[src/rtl/io_bridge_pkg.sv]
// Shared types and width helpers for the MMU-to-peripheral IO bridge.
package io_bridge_pkg;

  typedef enum logic [1:0] {
    S_IDLE,
    S_ACCESS,
    S_RESP
  } state_t;

  function automatic int clog2(input int n);
    int r;
    r = 0;
    for (int i = 0; i < 31; i++) begin
      if ((1 << i) < n) r = i + 1;
    end
    return r;
  endfunction

  function automatic int sel_bits(input int n);
    return (n <= 2) ? 1 : clog2(n);
  endfunction

  function automatic int cnt_bits(input int t);
    return (clog2(t + 1) < 1) ? 1 : clog2(t + 1);
  endfunction

endpackage

[src/rtl/io_wait_counter.sv]
// Wait-state counter for the ACCESS phase; flags the last allowed cycle.
module io_wait_counter
  import io_bridge_pkg::*;
#(
  parameter int WIDTH   = 4,
  parameter int TIMEOUT = 15
) (
  input  logic clk,
  input  logic reset,
  input  logic clr,
  input  logic inc,
  output logic expired
);

  logic [WIDTH-1:0] cnt;

  always_ff @(posedge clk or posedge reset) begin
    if (reset) begin
      cnt <= '0;
    end else if (clr) begin
      cnt <= '0;
    end else if (inc) begin
      cnt <= cnt + WIDTH'(1);
    end
  end

  assign expired = (cnt == WIDTH'(TIMEOUT - 1));

endmodule

[src/rtl/io_bridge.sv]
// Decodes one MMU IO request to an en/ack peripheral channel with timeout.
module io_bridge
  import io_bridge_pkg::*;
#(
  parameter int ADDR_W  = 8,
  parameter int DATA_W  = 32,
  parameter int NUM_CH  = 4,
  parameter int TIMEOUT = 15,
  localparam int SEL_W  = sel_bits(NUM_CH)
) (
  input  logic                     clk,
  input  logic                     reset,
  input  logic                     req_valid,
  output logic                     req_ready,
  input  logic                     req_we,
  input  logic [ADDR_W-1:0]        req_addr,
  input  logic [DATA_W/8-1:0]      req_be,
  input  logic [DATA_W-1:0]        req_wdata,
  output logic                     rsp_valid,
  output logic [DATA_W-1:0]        rsp_rdata,
  output logic                     rsp_err,
  output logic [NUM_CH-1:0]        ch_en,
  output logic                     ch_we,
  output logic [ADDR_W-SEL_W-1:0]  ch_addr,
  output logic [DATA_W/8-1:0]      ch_be,
  output logic [DATA_W-1:0]        ch_wdata,
  input  logic [NUM_CH*DATA_W-1:0] ch_rdata,
  input  logic [NUM_CH-1:0]        ch_ack
);

  localparam int CW = cnt_bits(TIMEOUT);

  state_t             state;
  state_t             state_next;
  logic [SEL_W-1:0]   sel;
  logic [SEL_W-1:0]   sel_q;
  logic               bad;
  logic               accept;
  logic               ack;
  logic               expired;
  logic               fin;
  logic               err_next;
  logic [DATA_W-1:0]  rdata_next;

  assign sel       = req_addr[ADDR_W-1 -: SEL_W];
  assign bad       = int'(sel) >= NUM_CH;
  assign accept    = (state == S_IDLE) && req_valid;
  assign req_ready = (state == S_IDLE);
  assign rsp_valid = (state == S_RESP);
  // ch_en is one-hot on sel_q, so this masks acks from unselected channels
  assign ack       = |(ch_ack & ch_en);

  io_wait_counter #(
    .WIDTH   (CW),
    .TIMEOUT (TIMEOUT)
  ) u_cnt (
    .clk     (clk),
    .reset   (reset),
    .clr     (accept),
    .inc     ((state == S_ACCESS) && !ack),
    .expired (expired)
  );

  always_ff @(posedge clk or posedge reset) begin
    if (reset) state <= S_IDLE;
    else       state <= state_next;
  end

  always_comb begin
    state_next = state;
    fin        = 1'b0;
    err_next   = 1'b0;
    rdata_next = '0;
    unique case (state)
      S_IDLE: begin
        if (req_valid) begin
          if (bad) begin
            state_next = S_RESP;
            fin        = 1'b1;
            err_next   = 1'b1;
          end else begin
            state_next = S_ACCESS;
          end
        end
      end
      S_ACCESS: begin
        if (ack) begin
          state_next = S_RESP;
          fin        = 1'b1;
          if (!ch_we) begin
            rdata_next = ch_rdata[int'(sel_q)*DATA_W +: DATA_W];
          end
        end else if (expired) begin
          state_next = S_RESP;
          fin        = 1'b1;
          err_next   = 1'b1;
        end
      end
      S_RESP:  state_next = S_IDLE;
      default: state_next = S_IDLE;
    endcase
  end

  always_ff @(posedge clk or posedge reset) begin
    if (reset) begin
      ch_en     <= '0;
      ch_we     <= 1'b0;
      ch_addr   <= '0;
      ch_be     <= '0;
      ch_wdata  <= '0;
      sel_q     <= '0;
      rsp_rdata <= '0;
      rsp_err   <= 1'b0;
    end else begin
      if (accept) begin
        ch_we    <= req_we;
        ch_addr  <= req_addr[ADDR_W-SEL_W-1:0];
        ch_be    <= req_be;
        ch_wdata <= req_wdata;
        sel_q    <= sel;
        ch_en    <= bad ? '0 : (NUM_CH'(1) << sel);
      end
      if ((state == S_ACCESS) && fin) begin
        ch_en <= '0;
      end
      if (fin) begin
        rsp_rdata <= rdata_next;
        rsp_err   <= err_next;
      end
    end
  end

endmodule

[config.mk]
export PLATFORM = sky130hd
export DESIGN_NAME = io_bridge
export DESIGN_NICKNAME = d
export VERILOG_FILES = /design/src/rtl/io_bridge_pkg.sv /design/src/rtl/io_wait_counter.sv /design/src/rtl/io_bridge.sv
export SDC_FILE = /design/constraint.sdc
export NUM_CORES = 1
export LEC_CHECK = 0
export CORE_MARGIN = 4
export CORE_UTILIZATION = 37
export DETAILED_ROUTE_END_ITERATION = 8
export HOLD_SLACK_MARGIN = 0.03
export PLACE_DENSITY = 0.81
export SLEW_MARGIN = 20
export SYNTH_ARGS = -nofsm -noshare
export SYNTH_HDL_FRONTEND = slang
export SYNTH_HIERARCHICAL = 1
export SYNTH_SLANG_ARGS = --single-unit
[constraint.sdc]
create_clock -name clk -period 4.07 [get_ports clk]
set_input_delay 1.221 -clock clk [delete_from_list [all_inputs] [get_ports clk]]
set_output_delay 1.221 -clock clk [all_outputs]
set_load 0.02 [all_outputs]
==> impl_metrics.tcl <==
# flow metrics
set metrics [dict create \
    detail-route-antenna-nets 0 \
    worst_slew_pin_slew_ns 0.6943 \
    detailedRoute.firstPassIterationCount 4 \
    grt_util_all_layers_pct 19.54 \
    cts.clk_slew.worst_paths_ns 0.09 \
    clock_tree.htree_level_count 3 \
    ys_warn_count 6 \
    setup.worst_path.start_class "primary input" \
    critical-path-slowest-cell "sky130_fd_sc_hd__a22oi_1" \
    grt_pass1_wl_mm 19.99 \
    total_switching_power_mw 1.885 \
    dpl.cell_count 739 \
    final_setup_violating_endpoints 0 \
    fp-utilization_pct 38.12 \
    timing.final.max_slew_violations 0 \
    clock_tree_from_tritoncts "done" \
    finalCritPeriodShare_pct 71.89 \
    setup_total_negative_slack_ns 0 \
    floorplan.nets 537 \
    synth.logic.top_family "multiplexers" \
    vias_in_the_first_global_route 4129 \
    sequentialPower_mw 1.59 \
    peakVddDrop_mv 0.3373 \
    ys_seq_share_pct 53.06 \
    worstPathCellList "clkdlybuf4s50_1 > a22oi_1 > nand2_1 > nor2_1 > nand4_1 > mux2_4" \
    clock-sinks 88 \
    drive_above_1_share_pct 9.756 \
    cts-buffers-inserted 9 \
    met2_usage_pct 35.14 \
    grt_start_max_net_pins 55 \
    chipHeight_um 113.9 \
    final_common_cell "sky130_fd_sc_hd__clkdlybuf4s50_1" \
    remaining_drc_errors 0 \
    internal_power_mw 2.939 \
    cts-resized-gates 0 \
    placeableCoreArea_um2 10890 \
    run_status "complete, no violations" \
    path_max_fanout 6 \
    routed_vias 3782 \
    timing.critical_path.to_type "flop" \
    grt_antenna_before_repair 0 \
    pre_cts_slack_ns 0.7914 \
    grt_setup_unrepaired "no" \
    chipArea_um2 12980 \
    worst_hold_path_type "reg2reg" \
    drt-initial-drc-count 187 \
    ys_cells 355 \
    hold_viol 0 \
]
-- state kept, by name (all words and copies together) (netlist names) --
signal and flops:
ch_addr 6, ch_be 4, ch_en 4, ch_wdata 32, ch_we 1, rsp_err 1
rsp_rdata 32, sel_q 2, state 2, u_cnt/cnt 4
-- final cells by class --
type / count / area (um^2) / area share [%]
clock inverters: 7 / 110.1 / 1.553
multi-input cells: 235 / 1775 / 25.05
well taps: 140 / 175.2 / 2.471
repair buffers: 268 / 2665 / 37.60
clock buffers: 9 / 123.9 / 1.748
flip-flops and latches: 88 / 2206 / 31.12
inverters: 8 / 32.53 / 0.4590
-- cell usage after synthesis --
master / count / area, um^2
sky130_fd_sc_hd__a21bo_2: 1 / 10.01
sky130_fd_sc_hd__nand3_1: 2 / 10.01
sky130_fd_sc_hd__a21oi_1: 5 / 25.02
sky130_fd_sc_hd__mux4_1: 3 / 78.83
sky130_fd_sc_hd__and3_1: 1 / 6.260
sky130_fd_sc_hd__o32ai_1: 2 / 17.52
sky130_fd_sc_hd__a22oi_1: 2 / 15.01
sky130_fd_sc_hd__buf_4: 4 / 30.03
sky130_fd_sc_hd__mux4_2: 29 / 653.1
sky130_fd_sc_hd__nor2_1: 5 / 18.77
sky130_fd_sc_hd__buf_2: 11 / 55.05
sky130_fd_sc_hd__a22o_1: 32 / 280.3
sky130_fd_sc_hd__nand4_1: 1 / 6.260
sky130_fd_sc_hd__nand2_1: 136 / 510.5
sky130_fd_sc_hd__a211oi_1: 1 / 7.510
sky130_fd_sc_hd__o21ai_0: 2 / 10.01
sky130_fd_sc_hd__nand2b_1: 1 / 6.260
sky130_fd_sc_hd__xnor2_1: 1 / 8.760
sky130_fd_sc_hd__o31ai_1: 1 / 7.510
sky130_fd_sc_hd__inv_1: 7 / 26.28
sky130_fd_sc_hd__or3b_1: 1 / 8.760
sky130_fd_sc_hd__ha_1: 2 / 25.02
sky130_fd_sc_hd__a211oi_2: 1 / 12.51
sky130_fd_sc_hd__nand3b_1: 1 / 7.510
sky130_fd_sc_hd__mux2_4: 1 / 15.01
sky130_fd_sc_hd__dfrtp_1: 88 / 2202
sky130_fd_sc_hd__clkinv_2: 1 / 5.000
sky130_fd_sc_hd__clkbuf_1: 5 / 18.77
sky130_fd_sc_hd__a31o_2: 1 / 8.760
sky130_fd_sc_hd__buf_6: 4 / 45.04
sky130_fd_sc_hd__nor2b_1: 3 / 18.77
-- worst min-delay path, cell delays in order (launching register included) --
cell and delay (ns):
sky130_fd_sc_hd__dfrtp_1 0.35, sky130_fd_sc_hd__nand2_1 0.05, sky130_fd_sc_hd__nand2_1 0.06
-- routing by layer --
metal  vias to the layer above  wire (um)
li1                       1752          -
met1                      1816       4753
met2                       187       6758
met3                        27       1175
met4                         0        371
met5                         -          0
-- path summary, 6_finish.rpt --
check	start	endpoint	depth (start not counted)	slack, ns
worst min register to register	ch_be[1]	ch_be[1]	2	0.48
worst max-delay path	ch_ack[2]	u_cnt/cnt[3]	6	1.14
min in group asynchronous	reset	u_cnt/cnt[2]	2	1.11
worst min-delay path	ch_be[1]	ch_be[1]	2	0.48
worst max register to register	ch_en[2]	u_cnt/cnt[3]	5	2.04
max in group asynchronous	reset	rsp_rdata[18]	3	1.95
### Placement view

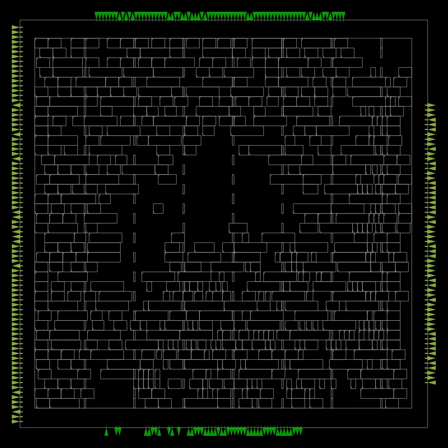
number of fill cells: 860
Core Rows: 38
fin cells: 755
end-of-flow core utilization: 65.10%
sequential cells: 88

### Pin map

Bar = 20 um. Pins as bars across the die edge, other pins in gray.
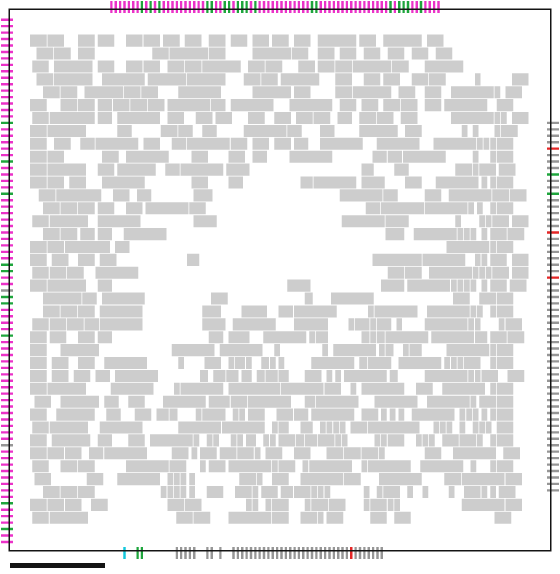
color	port	pins	direction	edge
red	req_be	4	input	3 right, 1 bottom
magenta	ch_rdata	128	input	70 left, 58 top
cyan	clk	1	input	bottom
green	rsp_rdata	32	output	18 top, 10 left, 2 bottom, 2 right

### Drive-strength map

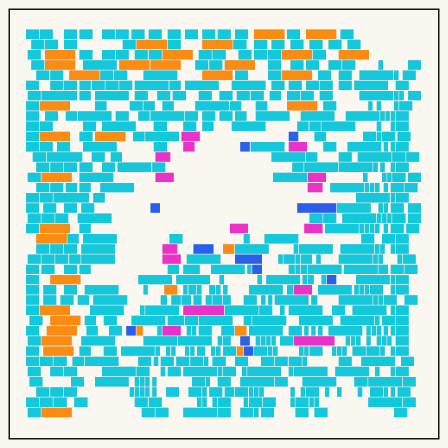
color	size	cells
magenta	x6 and larger	15
cyan	x1 and smaller	555
blue	x3 and x4	11
orange	x2	34
Buffers excl. clock: 268
area delta synth->final: 70.79%
smallest setup slack after layout: 1.144 ns

